<file path="src/rtl/cordic_vector_enc.sv">
// Vectoring-mode CORDIC: rotates (XM,YM) onto the +X axis one micro-rotation per cycle,
// recording each rotation direction in index_cor for a downstream rotation pipeline.
module cordic_vector_enc #(
    parameter int ITER = 10,
    parameter int W    = 16
) (
    input  logic                clk,
    input  logic                reset,
    input  logic                wen_in,
    input  logic signed [W-1:0] XM,
    input  logic signed [W-1:0] YM,
    output logic [ITER-1:0]     index_cor,
    output logic                quad,
    output logic signed [W+1:0] mag,
    output logic signed [W+1:0] yres,
    output logic [3:0]          count,
    output logic                busy,
    output logic                wen_out
);

    // Two guard bits: one absorbs negating -2^(W-1), one absorbs the ~1.647 CORDIC gain.
    localparam int XW = W + 2;

    typedef enum logic [1:0] {
        IDLE = 2'd0,
        RUN  = 2'd1,
        DONE = 2'd2
    } state_t;

    state_t                state_q, state_d;
    logic signed [XW-1:0]  x_q, x_d;
    logic signed [XW-1:0]  y_q, y_d;
    logic [ITER-1:0]       idx_q, idx_d;
    logic                  quad_q, quad_d;
    logic [3:0]            count_q, count_d;

    logic signed [XW-1:0]  xm_ext, ym_ext;
    logic signed [XW-1:0]  x_sh, y_sh;
    logic                  load;
    logic                  last_iter;

    assign xm_ext    = {{2{XM[W-1]}}, XM};
    assign ym_ext    = {{2{YM[W-1]}}, YM};
    assign x_sh      = x_q >>> count_q;
    assign y_sh      = y_q >>> count_q;
    assign load      = (state_q == IDLE) && wen_in;
    assign last_iter = (count_q == 4'(ITER - 1));

    // State register
    always_ff @(posedge clk) begin
        if (!reset) begin
            state_q <= IDLE;
        end else begin
            state_q <= state_d;
        end
    end

    // Next-state logic
    always_comb begin
        state_d = state_q;
        case (state_q)
            IDLE:    if (wen_in)    state_d = RUN;
            RUN:     if (last_iter) state_d = DONE;
            DONE:                   state_d = IDLE;
            default:                state_d = IDLE;
        endcase
    end

    // Outputs decoded from state
    always_comb begin
        busy    = (state_q != IDLE);
        wen_out = (state_q == DONE);
    end

    // Datapath next values: load with half-plane pre-rotation, then one micro-rotation per RUN cycle
    always_comb begin
        x_d     = x_q;
        y_d     = y_q;
        idx_d   = idx_q;
        quad_d  = quad_q;
        count_d = count_q;
        if (load) begin
            if (XM[W-1]) begin
                x_d    = -xm_ext;
                y_d    = -ym_ext;
                quad_d = 1'b1;
            end else begin
                x_d    = xm_ext;
                y_d    = ym_ext;
                quad_d = 1'b0;
            end
            idx_d   = '0;
            count_d = 4'd0;
        end else if (state_q == RUN) begin
            if (y_q[XW-1]) begin
                x_d = x_q - y_sh;
                y_d = y_q + x_sh;
            end else begin
                x_d = x_q + y_sh;
                y_d = y_q - x_sh;
            end
            for (int i = 0; i < ITER; i++) begin
                if (count_q == 4'(i)) idx_d[i] = y_q[XW-1];
            end
            count_d = count_q + 4'd1;
        end
    end

    always_ff @(posedge clk) begin
        if (!reset) begin
            x_q     <= '0;
            y_q     <= '0;
            idx_q   <= '0;
            quad_q  <= 1'b0;
            count_q <= 4'd0;
        end else begin
            x_q     <= x_d;
            y_q     <= y_d;
            idx_q   <= idx_d;
            quad_q  <= quad_d;
            count_q <= count_d;
        end
    end

    assign index_cor = idx_q;
    assign quad      = quad_q;
    assign mag       = x_q;
    assign yres      = y_q;
    assign count     = count_q;

endmodule

</file>
<file path="config.mk">
export PLATFORM = sky130hd
export DESIGN_NAME = cordic_vector_enc
export DESIGN_NICKNAME = d
export VERILOG_FILES = /design/src/rtl/cordic_vector_enc.sv
export SDC_FILE = /design/constraint.sdc
export NUM_CORES = 1
export LEC_CHECK = 0
export CAP_MARGIN = 40
export CORE_MARGIN = 2
export CORE_UTILIZATION = 28
export DETAILED_ROUTE_END_ITERATION = 8
export PLACE_DENSITY_LB_ADDON = 0.05
export SLEW_MARGIN = 10
export SYNTH_ARGS = -nofsm -noshare
export SYNTH_HDL_FRONTEND = slang
export SYNTH_SLANG_ARGS = --single-unit
export TNS_END_PERCENT = 100
</file>
<file path="constraint.sdc">
create_clock -name clk -period 6.7 [get_ports clk]
set_clock_uncertainty 0.15 [all_clocks]
set_input_delay 1.34 -clock clk [delete_from_list [all_inputs] [get_ports clk]]
set_output_delay 1.34 -clock clk [all_outputs]
set_load 0.005 [all_outputs]
</file>
==> flow_summary.json, run 1 <==
{
  "worst_hold_path_type": "flip-flop to flip-flop",
  "hpwlAfterDp_um": 21400,
  "hold_violations": 0,
  "cts_made_buffers": 5,
  "cap_violations": 0,
  "setup_viol_count_final": 0,
  "async_reset_ff_share_pct": 0,
  "lay_top_count": "nand2_1",
  "slew_headroom_pct": 45.1,
  "cp.required_ps": 6730,
  "warning_count": 29,
  "fp_util_pct": 28.5,
  "synth-edff-count": 0,
  "slowest_stage": "or4b_1",
  "cts_tree": "yes",
  "gp_congestion": 0.863,
  "grt.total_usage_pct": 21.4,
  "die_height_um": 164,
  "slew_viol_final": 0,
  "critPathLaunch": "count[0]",
  "clock_latency_ps": 310,
  "fill_cells": 2664,
  "start_kind": "flip-flop",
  "p_per_area_nw_per_um2": 307,
  "cts_htree_levels": 2,
  "ys.flop_type": "dfxtp_1",
  "fp.dieW_um": 164,
  "std_cell_rows": 58,
  "fin_nets": 1064,
  "crit_end": "yres[17]",
  "finalClockPeriodUsage_pct": 81.6,
  "root_buffer": "clkbuf_16",
  "cp.arrival_ps": 5500,
  "status": "finished, final reports clean",
  "setup.worst_path.end_class": "flip-flop",
  "post-route-min-period_ps": 5470,
  "drt_iter0_drc": 498,
  "ys_area_um2": 7170,
  "yosys_cells": 933,
  "yosys_warnings": 0,
  "drive_gt1_share_pct": 8.11,
  "clkSlewWorstSetupHoldPaths_ps": 80,
  "antenna_found_initial": 0,
  "post_cts_buffers": 0,
  "vdd_drop_max_v": 0.000103,
  "cts_hold_buf": 0,
  "yosysUniqueCellTypes": 75,
  "syn_inst": 933
}
## run 1: state kept, by name, indices dropped and copies added, names as in the netlist
| register | flops |
|---|---|
| index_cor | 10 |
| quad | 1 |
| count | 4 |
| mag | 18 |
| yres | 18 |
| state_q | 2 |
## run 1: cell families after synthesis
kind of cell             share of synthesized area, %
AND-OR/OR-AND                                    26.2
XOR/XNOR                                         9.65
adder cells (fa/ha/maj)                          7.89
buffers and inverters                            5.44
flip-flops                                       14.8
multiplexers                                     16.1
AND/OR/NAND/NOR                                  19.9
## run 1: cell usage after synthesis, types with 14 or more instances
cell	count	area [um2]
nand3_1	26	130
dfxtp_1	53	1060
xor2_1	35	307
nand2_1	101	379
ha_1	42	526
mux2i_1	36	360
nand2b_1	14	87.6
nor2_1	84	315
a211oi_1	22	165
o21ai_0	50	250
inv_1	22	82.6
xnor2_1	44	385
a21oi_1	90	450
mux4_2	19	428
mux2_2	14	158
clkbuf_1	35	131
## run 1: routing by layer
layer / vias up / track usage, % / part of all wire [%]
met5: - / 0 / 0
met4: 0 / 4.82 / 2.0
met3: 25 / 3.13 / 5.0
met2: 216 / 32.5 / 43
met1: 3529 / 31.8 / 50
li1: 3565 / - / -
## run 1: worst min-delay path by stage
| stage | slack (ps) | start | cells after the start | endpoint |
|---|---|---|---|---|
| 2_1_floorplan | 300 | index_cor[4] | 2 | index_cor[4] |
| 3_3_place_gp | 300 | index_cor[5] | 2 | index_cor[5] |
| 3_5_place_dp | 300 | index_cor[5] | 2 | index_cor[5] |
| 4_1_cts | 310 | index_cor[5] | 2 | index_cor[5] |
| 5_1_grt | 320 | index_cor[6] | 2 | index_cor[6] |
| 6_report | 310 | index_cor[5] | 2 | index_cor[5] |
## run 1: layout make-up
cell class / instances / area [um2] / share of cell area (%)
sequential: 53 / 1070 / 12.5
timing repair buffer: 106 / 1050 / 12.4
multi-input combinational: 793 / 5730 / 67.4
clock inverter: 2 / 10.0 / 0.118
inverter: 26 / 97.6 / 1.15
clock buffer: 6 / 129 / 1.52
tap: 330 / 413 / 4.86
## run 1: worst min-delay path, delay by kind of cell, from the launching register on
kind	cells	cell delay (ps)
AND-OR/OR-AND	1	50
flip-flops	1	310
AND/OR/NAND/NOR	1	50
## run 1: metrics by stage
| step | utilization [%] | hold slack (ps) | total power, mW | instance area (um2) | setup WS, ps |
|---|---|---|---|---|---|
| global route | 33.7 | 323 | 2.84 | 8490 | 833 |
| finish | 33.7 | 307 | 2.60 | 8490 | 1230 |
| detailed placement | 33.2 | 300 | 2.31 | 8360 | 1320 |
| floorplan | - | 303 | 1.77 | 7170 | 1740 |
| CTS | 33.7 | 312 | 2.61 | 8490 | 1280 |
| global placement | 32.9 | 300 | 2.34 | 8290 | 1170 |
## run 1: report_power, final
group | switching, mW | total (mW) | internal, mW
sequential | 0.160 | 0.522 | 0.362
clock | 0.138 | 0.276 | 0.138
combinational | 0.998 | 1.81 | 0.808
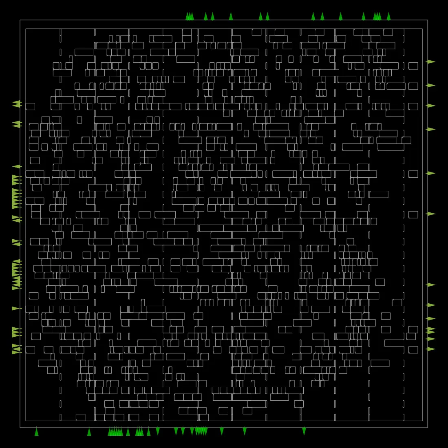
run_1/placed.png
flop count: 53
Seq area share: 12.5%
Layout Cells excl Fill: 1316
tap cells: 330

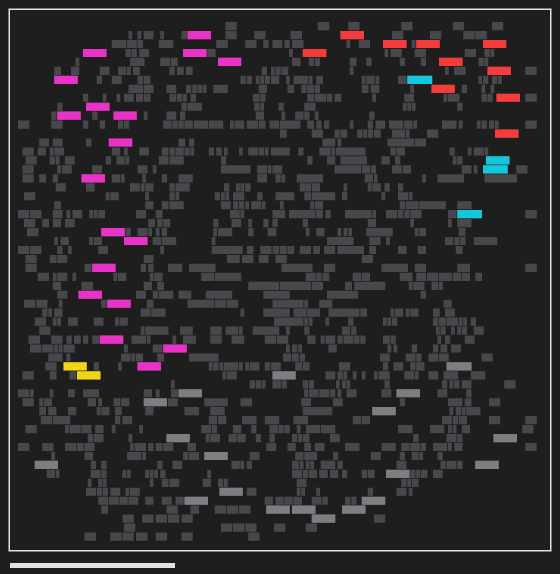
run_1/ff_map.png
The bar under the picture is 50 um long. Other sequential cells in the stronger grey, the rest of the logic in the fainter grey.
legend:
  red:
    netlist_name: index_cor
    sequential_cells: 10
    where: upper right
  yellow:
    netlist_name: state_q
    sequential_cells: 2
  magenta:
    netlist_name: mag
    sequential_cells: 18
  cyan:
    netlist_name: count
    sequential_cells: 4
seq pwr: 0.522 mW
final cell utilization of the core: 33.7%
FF+latch area: 1070 um2

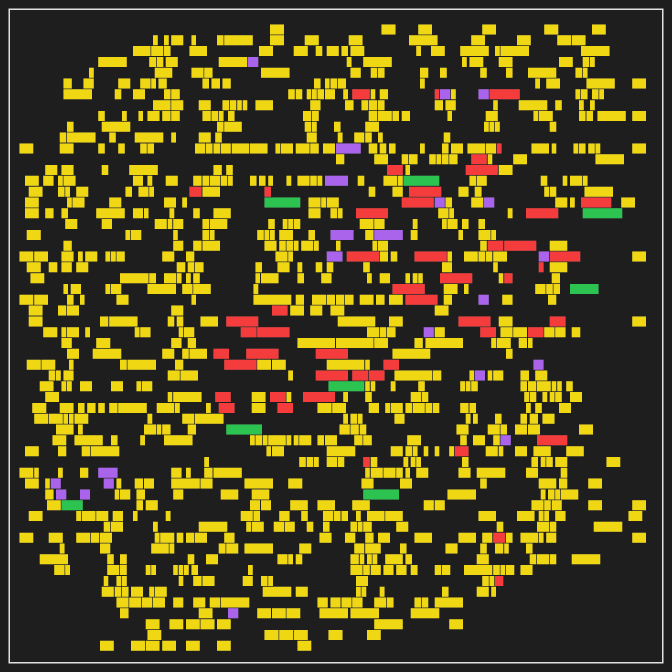
run_1/sizing.png
legend:
  yellow:
    size: x1 and smaller
    cells: 906
  green:
    size: x6 and larger
    cells: 8
  purple:
    size: x3 and x4
    cells: 22
  red:
    size: x2
    cells: 50
Final Cell Area: 8490 um2
area delta synth->final: 18.5%

==> run 1 -> run 2 <==
==> constraint.sdc (replaced) <==
create_clock -name clk -period 5.2 [get_ports clk]
set_clock_uncertainty 0.15 [all_clocks]
set_input_delay 1.04 -clock clk [delete_from_list [all_inputs] [get_ports clk]]
set_output_delay 1.04 -clock clk [all_outputs]
set_load 0.005 [all_outputs]
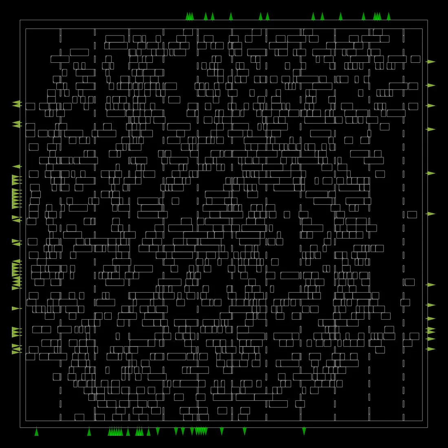
run_2/placed.png
Seq area share: 12.1%
number of fill cells: 2702
Core ar.: 25200 um2

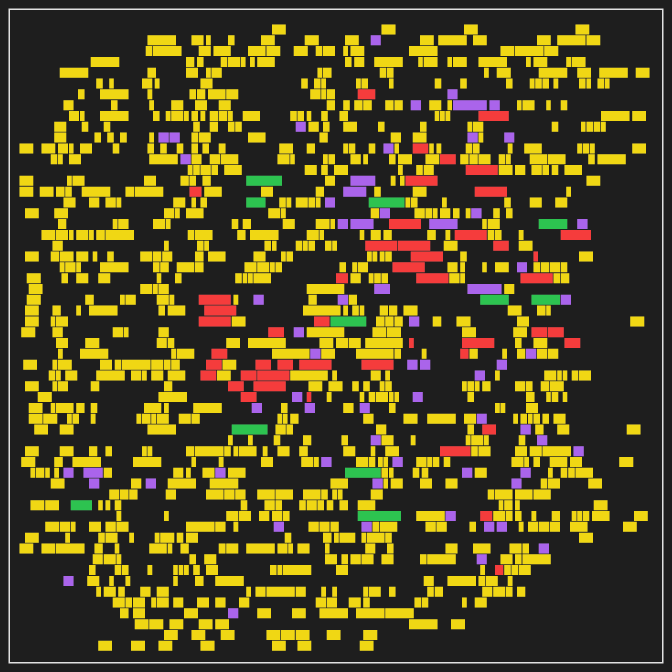
run_2/sizing.png
legend:
  yellow:
    size: x1 and smaller
    cells: 904
  red:
    size: x2
    cells: 48
  green:
    size: x6 and larger
    cells: 11
  purple:
    size: x3 and x4
    cells: 65
Final Cell Area: 8860 um2
Setup WS post-layout: 301 ps
non-clock buffer instance count of the final layout: 148
area delta synth->final: 23.6%

==> flow_summary.json, run 2 <==
{
  "clock_latency_ps": 310,
  "async_reset_ff_share_pct": 0,
  "finalClockPeriodUsage_pct": 94.2,
  "syn_inst": 933,
  "die_height_um": 164,
  "grt.total_usage_pct": 21.7,
  "slew_headroom_pct": 50.6,
  "topCellsByArea": "dfxtp_1, ha_1, a21oi_1",
  "cts_htree_levels": 2,
  "root_buffer": "clkbuf_16",
  "fin_hold_ws_ps": 309,
  "top_cells_by_count": "nand2_1, a21oi_1, nor2_1",
  "ys.flop_type": "dfxtp_1",
  "std_cell_rows": 58,
  "post-route-min-period_ps": 4900,
  "drive_gt1_share_pct": 12.1,
  "final_util_pct": 35.2,
  "fp.dieW_um": 164,
  "yosys_cells": 933,
  "synth_top_cell_by_area": "dfxtp_1",
  "yosys_warnings": 0,
  "p_per_area_nw_per_um2": 404,
  "synth_top_cell_by_count": "nand2_1",
  "warning_count": 29,
  "fp_util_pct": 28.5,
  "clkSlewWorstSetupHoldPaths_ps": 80,
  "ys_area_um2": 7170,
  "cp.required_ps": 5240,
  "yosysTopAreaCellShare_pct": 14.8,
  "clkPwrFrac_pct": 11.8,
  "drt_iter0_drc": 644,
  "cts_tree": "yes",
  "total_power_mw": 3.58,
  "switchingPower_mw": 1.71,
  "status": "finished, final reports clean",
  "comb_area_um2": 5730,
  "gp_congestion": 0.865
}
run 2: cell counts after synthesis:
Identical to the previous run, type by type.
run 2: power by group through the flow:
stage | combinational, mW | clock (mW) | sequential (mW)
after CTS | 2.50 | 0.435 | 0.654
final | 2.50 | 0.421 | 0.657
after global placement | 2.51 | 0 | 0.668
after detailed placement | 2.47 | 0 | 0.663
after floorplan | 1.73 | 0 | 0.555
after global routing | 2.77 | 0.444 | 0.664
run 2: path summary, 6_finish.rpt:
kind / startpoint / to / cells past startpoint
min: index_cor[5] / index_cor[5] / 2
max: mag[15] / yres[16] / 18
min reg2reg: index_cor[5] / index_cor[5] / 2
max reg2reg: mag[15] / yres[16] / 18
run 2: stage by stage:
| step | area, um2 | setup slack [ps] |
|---|---|---|
| after detailed placement | 8680 | 286 |
| after CTS | 8850 | 247 |
| after floorplan | 7170 | 237 |
| after global placement | 8660 | 273 |
| after global routing | 8860 | 24.6 |
| final | 8860 | 301 |
run 2: area by class of cell:
cell class              count  share of cell area (%)
multi-input cells         793                    64.7
repair buffers            148                    15.5
flip-flops and latches     53                    12.1
well taps                 330                    4.66
clock buffers               7                    1.61
inverters                  26                    1.10
clock inverters             1                   0.339
run 2: layer usage:
metal	wire, um	GRT usage [%]	part of all wire, %
met5	0	0	0
met4	558	4.90	1.9
met3	1600	2.80	5.5
met2	12600	33.3	43
met1	14200	32.0	49
run 2: logic make-up after synthesis:
logic type | after synthesis | share of synthesized area [%]
multiplexers | 77 | 16.1
buffers and inverters | 87 | 5.44
adder cells (fa/ha/maj) | 44 | 7.89
XOR/XNOR | 79 | 9.65
AND-OR/OR-AND | 291 | 26.2
AND/OR/NAND/NOR | 302 | 19.9
flip-flops | 53 | 14.8
run 2: worst max-delay path, cell delays in order, from the launching register on:
cell and delay, ps:
dfxtp_1 800, mux4_2 390, mux2i_1 100, o221a_2 310, ha_1 290, nand2_1 60, o21ai_0 120, buf_4 190
fa_1 450, a211oi_1 230, buf_4 160, nor4_1 40, nor2_1 300, a311oi_1 180, o31ai_1 400, nand2b_1 110
a21oi_1 180, xor2_1 220, a21oi_1 100
run 2: repair_timing:
action                     CTS  global route
resized                      0             4
buffers inserted             0             0
setup endpoints to repair    0             3
Power and IR drop assume default switching activity.
